Fig. 1: met1 routing
The bar under the picture is 20 um long. Cells faint in the background.
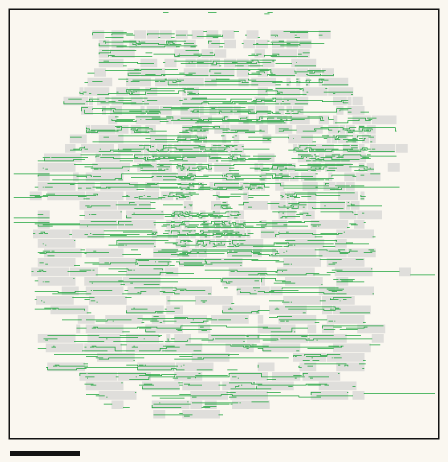
Fig. 2: metal 2
The bar under the picture is 20 um long. Cells faint in the background.
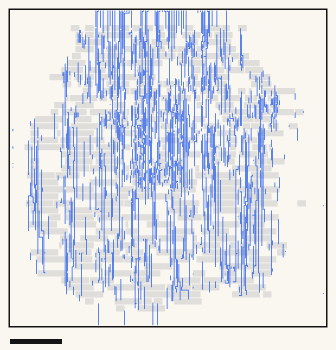
Fig. 3: met3 routing
The bar under the picture is 20 um long. Cells faint in the background.
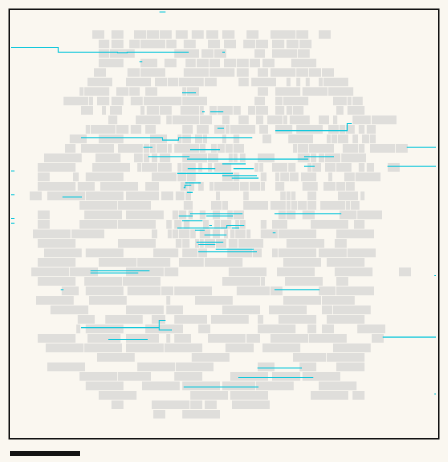
<file path="config.mk">
export PLATFORM = sky130hd
export DESIGN_NAME = pic_fetch_sequencer
export DESIGN_NICKNAME = d
export VERILOG_FILES = /design/src/rtl/pic_fetch_sequencer.sv
export SDC_FILE = /design/constraint.sdc
export NUM_CORES = 1
export LEC_CHECK = 0
export ABC_AREA = 0
export CORE_MARGIN = 5
export CORE_UTILIZATION = 45
export CTS_BUF_LIST = sky130_fd_sc_hd__clkbuf_8
export DETAILED_ROUTE_END_ITERATION = 12
export PLACE_DENSITY = 0.67
export SLEW_MARGIN = 20
export SYNTH_ARGS = -nofsm -noshare
export SYNTH_HDL_FRONTEND = slang
export SYNTH_SLANG_ARGS = --single-unit
</file>
<file path="constraint.sdc">
create_clock -name clk -period 3.75 [get_ports clk]
set_clock_uncertainty 0.15 [all_clocks]
set_input_delay 0.5625 -clock clk [delete_from_list [all_inputs] [get_ports clk]]
set_output_delay 0.5625 -clock clk [all_outputs]
set_load 0.005 [all_outputs]
</file>
<file path="src/rtl/pic_fetch_sequencer.sv">
// pic_fetch_sequencer: PIC16-style fetch / program-flow controller.
// Owns pc, the instruction register and a circular return stack. GOTO, CALL,
// RETURN/RETFIE and RETLW redirect pc and insert one bubble. An ALU skip
// drops the next word and also inserts one bubble.
// Optional build macro STACK_OVF_TRAP_EN: a push at full or a pop at empty
// freezes the sequencer in HALT until reset instead of wrapping.
module pic_fetch_sequencer #(
  parameter int          STACK_DEPTH  = 8,
  parameter logic [10:0] RESET_VECTOR = 11'h000
) (
  input  logic        clk,
  input  logic        reset,
  output logic [10:0] rom_addr,
  input  logic [13:0] rom_data,
  input  logic        stall,
  input  logic        skip,
  output logic [13:0] ir,
  output logic        ir_valid,
  output logic        w_load,
  output logic [7:0]  retlw_k,
  output logic        stack_ovf,
  output logic        stack_unf
);

  localparam int SPW = (STACK_DEPTH > 1) ? $clog2(STACK_DEPTH) : 1;
  localparam int CW  = SPW + 1;
  localparam logic [CW-1:0]  FULL_CNT = CW'(STACK_DEPTH);
  localparam logic [SPW-1:0] SP_ONE   = SPW'(1);
  localparam logic [CW-1:0]  CNT_ONE  = CW'(1);

`ifdef STACK_OVF_TRAP_EN
  localparam bit TRAP = 1'b1;
  typedef enum logic [1:0] {S_PRIME, S_RUN, S_HALT} state_t;
`else
  localparam bit TRAP = 1'b0;
  typedef enum logic {S_PRIME, S_RUN} state_t;
`endif

  state_t state, state_nxt;

  logic [10:0]   pc, pc_nxt;
  logic [13:0]   ir_nxt;
  logic          vld_nxt;
  logic [SPW-1:0] sp, sp_nxt;
  logic [CW-1:0] cnt, cnt_nxt;
  logic          wl_nxt;
  logic [7:0]    k_nxt;
  logic          ovf_nxt, unf_nxt;
  logic          push_we;
  logic [10:0]   stack [STACK_DEPTH];

  // Decode of the instruction sitting in execute
  logic is_goto, is_call, is_ret, is_retlw, full, empty, trap_hit;
  logic [SPW-1:0] sp_m1;

  assign is_goto  = (ir[13:11] == 3'b101);
  assign is_call  = (ir[13:11] == 3'b100);
  assign is_ret   = (ir == 14'h0008) || (ir == 14'h0009);
  assign is_retlw = (ir[13:10] == 4'b1101);
  assign full     = (cnt == FULL_CNT);
  assign empty    = (cnt == '0);
  assign sp_m1    = sp - SP_ONE;
  assign rom_addr = pc;

  // A stack fault only matters when the trap build is selected
  assign trap_hit = TRAP && (state == S_RUN) && !stall && ir_valid &&
                    ((is_call && full) || ((is_ret || is_retlw) && empty));

  // State register
  always_ff @(posedge clk) begin
    if (reset) state <= S_PRIME;
    else       state <= state_nxt;
  end

  // Next-state: PRIME leaves on the first unstalled cycle; faults trap to HALT
  always_comb begin
    state_nxt = state;
    case (state)
      S_PRIME: if (!stall) state_nxt = S_RUN;
`ifdef STACK_OVF_TRAP_EN
      S_RUN:   if (trap_hit) state_nxt = S_HALT;
`endif
      default: state_nxt = state;
    endcase
  end

  // Datapath next values: fetch, decode and stack bookkeeping
  always_comb begin
    pc_nxt  = pc;
    ir_nxt  = ir;
    vld_nxt = ir_valid;
    sp_nxt  = sp;
    cnt_nxt = cnt;
    wl_nxt  = 1'b0;
    k_nxt   = retlw_k;
    ovf_nxt = stack_ovf;
    unf_nxt = stack_unf;
    push_we = 1'b0;
    if (state == S_PRIME) begin
      if (!stall) begin
        ir_nxt  = rom_data;
        vld_nxt = 1'b1;
        pc_nxt  = pc + 11'd1;
      end
    end else if (state == S_RUN && !stall) begin
      if (!ir_valid) begin
        // bubble: refill, skip is not looked at
        ir_nxt  = rom_data;
        vld_nxt = 1'b1;
        pc_nxt  = pc + 11'd1;
      end else if (is_goto) begin
        pc_nxt  = ir[10:0];
        ir_nxt  = '0;
        vld_nxt = 1'b0;
      end else if (is_call) begin
        ovf_nxt = stack_ovf | full;
        ir_nxt  = '0;
        vld_nxt = 1'b0;
        if (!(TRAP && full)) begin
          push_we = 1'b1;
          sp_nxt  = sp + SP_ONE;
          pc_nxt  = ir[10:0];
          if (!full) cnt_nxt = cnt + CNT_ONE;
        end
      end else if (is_ret || is_retlw) begin
        unf_nxt = stack_unf | empty;
        ir_nxt  = '0;
        vld_nxt = 1'b0;
        if (!(TRAP && empty)) begin
          pc_nxt = stack[sp_m1];
          sp_nxt = sp_m1;
          if (!empty) cnt_nxt = cnt - CNT_ONE;
          if (is_retlw) begin
            wl_nxt = 1'b1;
            k_nxt  = ir[7:0];
          end
        end
      end else if (skip) begin
        // drop the word at pc; the bubble refills from pc+1
        pc_nxt  = pc + 11'd1;
        ir_nxt  = '0;
        vld_nxt = 1'b0;
      end else begin
        ir_nxt  = rom_data;
        vld_nxt = 1'b1;
        pc_nxt  = pc + 11'd1;
      end
    end
  end

  // Datapath registers with synchronous reset
  always_ff @(posedge clk) begin
    if (reset) begin
      pc        <= RESET_VECTOR;
      ir        <= '0;
      ir_valid  <= 1'b0;
      sp        <= '0;
      cnt       <= '0;
      w_load    <= 1'b0;
      retlw_k   <= '0;
      stack_ovf <= 1'b0;
      stack_unf <= 1'b0;
    end else begin
      pc        <= pc_nxt;
      ir        <= ir_nxt;
      ir_valid  <= vld_nxt;
      sp        <= sp_nxt;
      cnt       <= cnt_nxt;
      w_load    <= wl_nxt;
      retlw_k   <= k_nxt;
      stack_ovf <= ovf_nxt;
      stack_unf <= unf_nxt;
    end
  end

  // Return stack storage; a push at full overwrites the oldest slot
  always_ff @(posedge clk) begin
    if (!reset && push_we) stack[sp] <= pc;
  end

endmodule

</file>
==> results_slide.txt <==
Key Metrics from the Run

Clocking
  • Number of hold buffers added after cts: 0
  • TritonCTS clock tree: built
  • Register clock-pin slew on the reported worst setup and hold paths: roughly 0.08 ns
  • Clk sink count: between 100 and 150
  • CTS Root Buffer Type: clkbuf_8
  • Number of buffers between clock root and the deepest sink: 2
  • Maximum level of the CTS H-tree: 4
  • Post-CTS Setup Bufs: 0
  • Number of clock buffers inserted by TritonCTS: 17
  • Clock latency on the worst-skew pair: roughly 0.44 ns
  • Resized cells post-CTS: 0

Synth
  • Netlist Area Pre-Place: 5710 um2
  • Ys cells: approximately 380
  • Sequential element share of the synthesized area: 0.621
  • Commonest register cell after synthesis: edfxtp_1
  • Post-synth top area cell: edfxtp_1
  • Count of synthesis-stage warnings from yosys: 0
  • Synthesized area per cell: roughly 15 um2
  • Main area contributors: edfxtp_1 46%, dfxtp_1 16%, mux4_1 6.4%
  • Number of synthesized flops with an enable pin: 88
  • Number of distinct library cells after synthesis: between 60 and 70
  • Area share, top type: 0.463
  • Mapped Cells: 382
  • Chip area line of the yosys report: approximately 5700 um2
  • Synthesis-stage register bit count: around 130
  • Fraction of synthesis flops using an asynchronous set or reset pin: 0
  • Synthesized netlist net count: 406

Place
  • RD Place Congestion: between 0.8 and 0.9
  • Total of buffers placed on input and output ports: 54
  • Placed wire-length estimate after detailed placement: between 8 and 9 mm
  • Post-place setup slack: 0.895 ns
  • Inst Count DP: roughly 600
  • Area of placed instances: between 6000 and 7000 um2

Floorplan
  • Top-level port count: approximately 55
  • Full die area: 15000 um2
  • Share of the core filled by cells before placement: 0.456
  • DIE WIDTH: roughly 120 um
  • Die Span Y: 123 um
  • Core footprint: about 13000 um2
  • Rows: roughly 40

Run
  • Max-cap violation count: 0
  • Number of logged tool warnings: 27

GRT
  • Initial antenna violation count: 0
  • Wire length of the first global-routing pass: ~20 mm
  • Residual overflow from global routing: 0
  • Via count of the first global-routing pass: between 3000 and 4000
  • Pin count of the biggest net entering global routing: 28
  • All-layer global routing usage: 0.181

Finish
  • Final Instance Area: approximately 6800 um2
  • Fillers: 1049
  • Sequential standard cell area: 3540 um2
  • Core occupancy in the finished layout: 0.543
  • Comb area: 2030 um2
  • Number of standard cells in the layout, taps in and fillers out: around 630
  • Fin nets: 472
  • Share of final-layout standard cells stronger than drive strength 1: 0.154
  • Total inserted antenna cells: 0
  • Layout-stage area growth over the synthesis result: 19.2%

Hold path
  • Hold Crit Class: reg2reg

Final timing
  • Fmax: 356 MHz
  • Slew headroom: 0.284
  • Period minus WS final: around 2.8 ns
  • Worst Slack Setup Final: around 0.94 ns
  • Final Hold Vio Count: 0
  • Final count of negative-setup-slack endpoints: 0
  • RSZ-0062 raised after global routing: no
  • Hold_ws: 0.356 ns
  • Total Negative Setup Slacks: 0 ns
  • Pin slew with the least headroom to its limit: approximately 1.1 ns
  • Number of max-slew violations in the final report: 0
  • Part of the cycle the worst path needs: 0.750

Power and ir drop
  • Lkg Pwr: ~2.3 nW
  • Total power of the final layout: ~2.8 mW
  • Cell area power density: between 400 and 500 nW/um2
  • Worst vdd rail ir drop: approximately 0.26 mV

Worst setup path
  • Startpoint type of the worst setup path: flip-flop
  • Arrival time of the worst setup path: 3.00 ns
  • Slack of the worst reg-to-reg path: between 0.9 and 1 ns
  • Maximum fanout count along the critical path: 12
  • Element type at the critical path end: flip-flop
  • Data required time of the worst path: 3.94 ns
  • Type of the worst setup path: reg2reg

Drt
  • Vias per cell: 5.65
  • Pre-Repair DR Iteration Count: 5
  • Starting DRC count in detailed routing: 325
  • Number of nets with antenna violations after detailed routing: 0
  • Remaining design rule violation count: 0
  • Wire length per cell: 19.9 um

Run status
  • Outcome: finished, final reports clean
Notes on Fig. 1 above:
share of all routed wire: 46%
nets with wire on the layer: 436
longest straight run: 52.9 um
main direction: horizontal
wire length on this layer: 5750 um
vias after detailed routing: 3576
met1 track utilization from global routing: 0.250

Notes on Fig. 2 above:
share of all routed wire: 48%
main direction: vertical
drt total wl: 12.6 mm
global-route track usage on met2: 0.275

Notes on Fig. 3 above:
wire length on this layer: 568 um
main direction: horizontal
longest straight run: 34.5 um
share of all routed wire: 4.5%
global-route track usage on met3: 0.0424

[cell usage after synthesis (3+ instances only)]
cell type	count
a211oi_1	3
a21oi_1	20
a221oi_1	7
a22o_1	14
and2_1	3
buf_2	4
buf_4	3
buf_6	3
clkbuf_1	5
dfxtp_1	45
edfxtp_1	88
ha_1	5
inv_1	6
mux2_2	6
mux2i_1	15
mux4_1	14
mux4_2	8
nand2_1	15
nand2b_1	3
nand3_1	7
nor2_1	23
nor3_1	7
nor3b_1	3
nor4_1	3
o211ai_1	3
o21ai_0	8
o32ai_1	3
or3_1	3
xnor2_1	7
[metal layers]
layer	GRT usage	wire length [um]
met1	0.250	5750
met2	0.275	6030
met3	0.0424	567
met4	0.0777	238
met5	0	0
[layout make-up]
| class | instances | area share |
|---|---|---|
| sequential | 133 | 0.521 |
| inverter | 9 | 0.00497 |
| clock inverter | 15 | 0.0173 |
| timing repair buffer | 66 | 0.0927 |
| clock buffer | 17 | 0.0344 |
| multi-input combinational | 221 | 0.298 |
| tap | 172 | 0.0316 |
[cell families (layout without fill, tap and decap cells)]
group                      after synthesis  count (layout)  synth area share
adders and majority gates                6               6            0.0145
and+or+nand+nor                         87              87            0.0879
AOI/OAI and AO/OA                       77              77             0.100
xor gates and xnor gates                 8               8            0.0136
DFF                                    133             133             0.621
muxes                                   43              43             0.134
buffers and inverters                   28             107            0.0287
[worst paths after layout]
path,end,depth (start not counted),start
worst max-delay path,rom_addr[8],7,sp[1]
worst min-delay path,retlw_k[0],2,retlw_k[0]
worst max register to register,rom_addr[8],7,sp[1]
worst min register to register,retlw_k[0],2,retlw_k[0]
[cell usage in the layout, fill, tap and decap left out, drive strengths merged, types with 4 or more instances in the layout]
cell | Yosys | layout
dfxtp | 45 | 45
clkinv | 1 | 8
ha | 5 | 5
xnor2 | 7 | 7
nor2 | 24 | 24
nand2 | 15 | 15
nor3 | 8 | 8
clkbuf | 6 | 17
mux2 | 6 | 6
nor3b | 4 | 4
a21oi | 20 | 20
a211oi | 4 | 4
nor4 | 4 | 4
inv | 8 | 13
buf | 13 | 12
mux4 | 22 | 22
a22o | 14 | 14
mux2i | 15 | 15
o21ai | 9 | 9
edfxtp | 88 | 88
a221oi | 7 | 7
nand3 | 7 | 7
clkdlybuf4s50 | 0 | 54
[sequential cells by signal (all words and copies together), names as in the netlist]
| signal | count |
|---|---|
| stack | 88 |
| ir | 14 |
| rom_addr | 11 |
| retlw_k | 8 |
| cnt | 4 |
| sp | 3 |
| ir_valid | 1 |
| stack_ovf | 1 |
| stack_unf | 1 |
| state | 1 |
| w_load | 1 |
[power breakdown]
group          internal (mW)  total (mW)  switching [mW]
Clock                  0.514        1.07           0.551
Combinational         0.0710       0.134          0.0633
Sequential              1.57        1.60          0.0324
[critical path, stage by stage (launching register included)]
cell and delay, ns:
dfxtp_1 0.48, inv_1 0.17, ha_1 0.24, xor2_2 0.76, mux2_2 0.42, o211ai_1 0.11
a31oi_1 0.11, o221a_2 0.27
Power figures rest on the tool's default switching activity, not on a simulated workload.
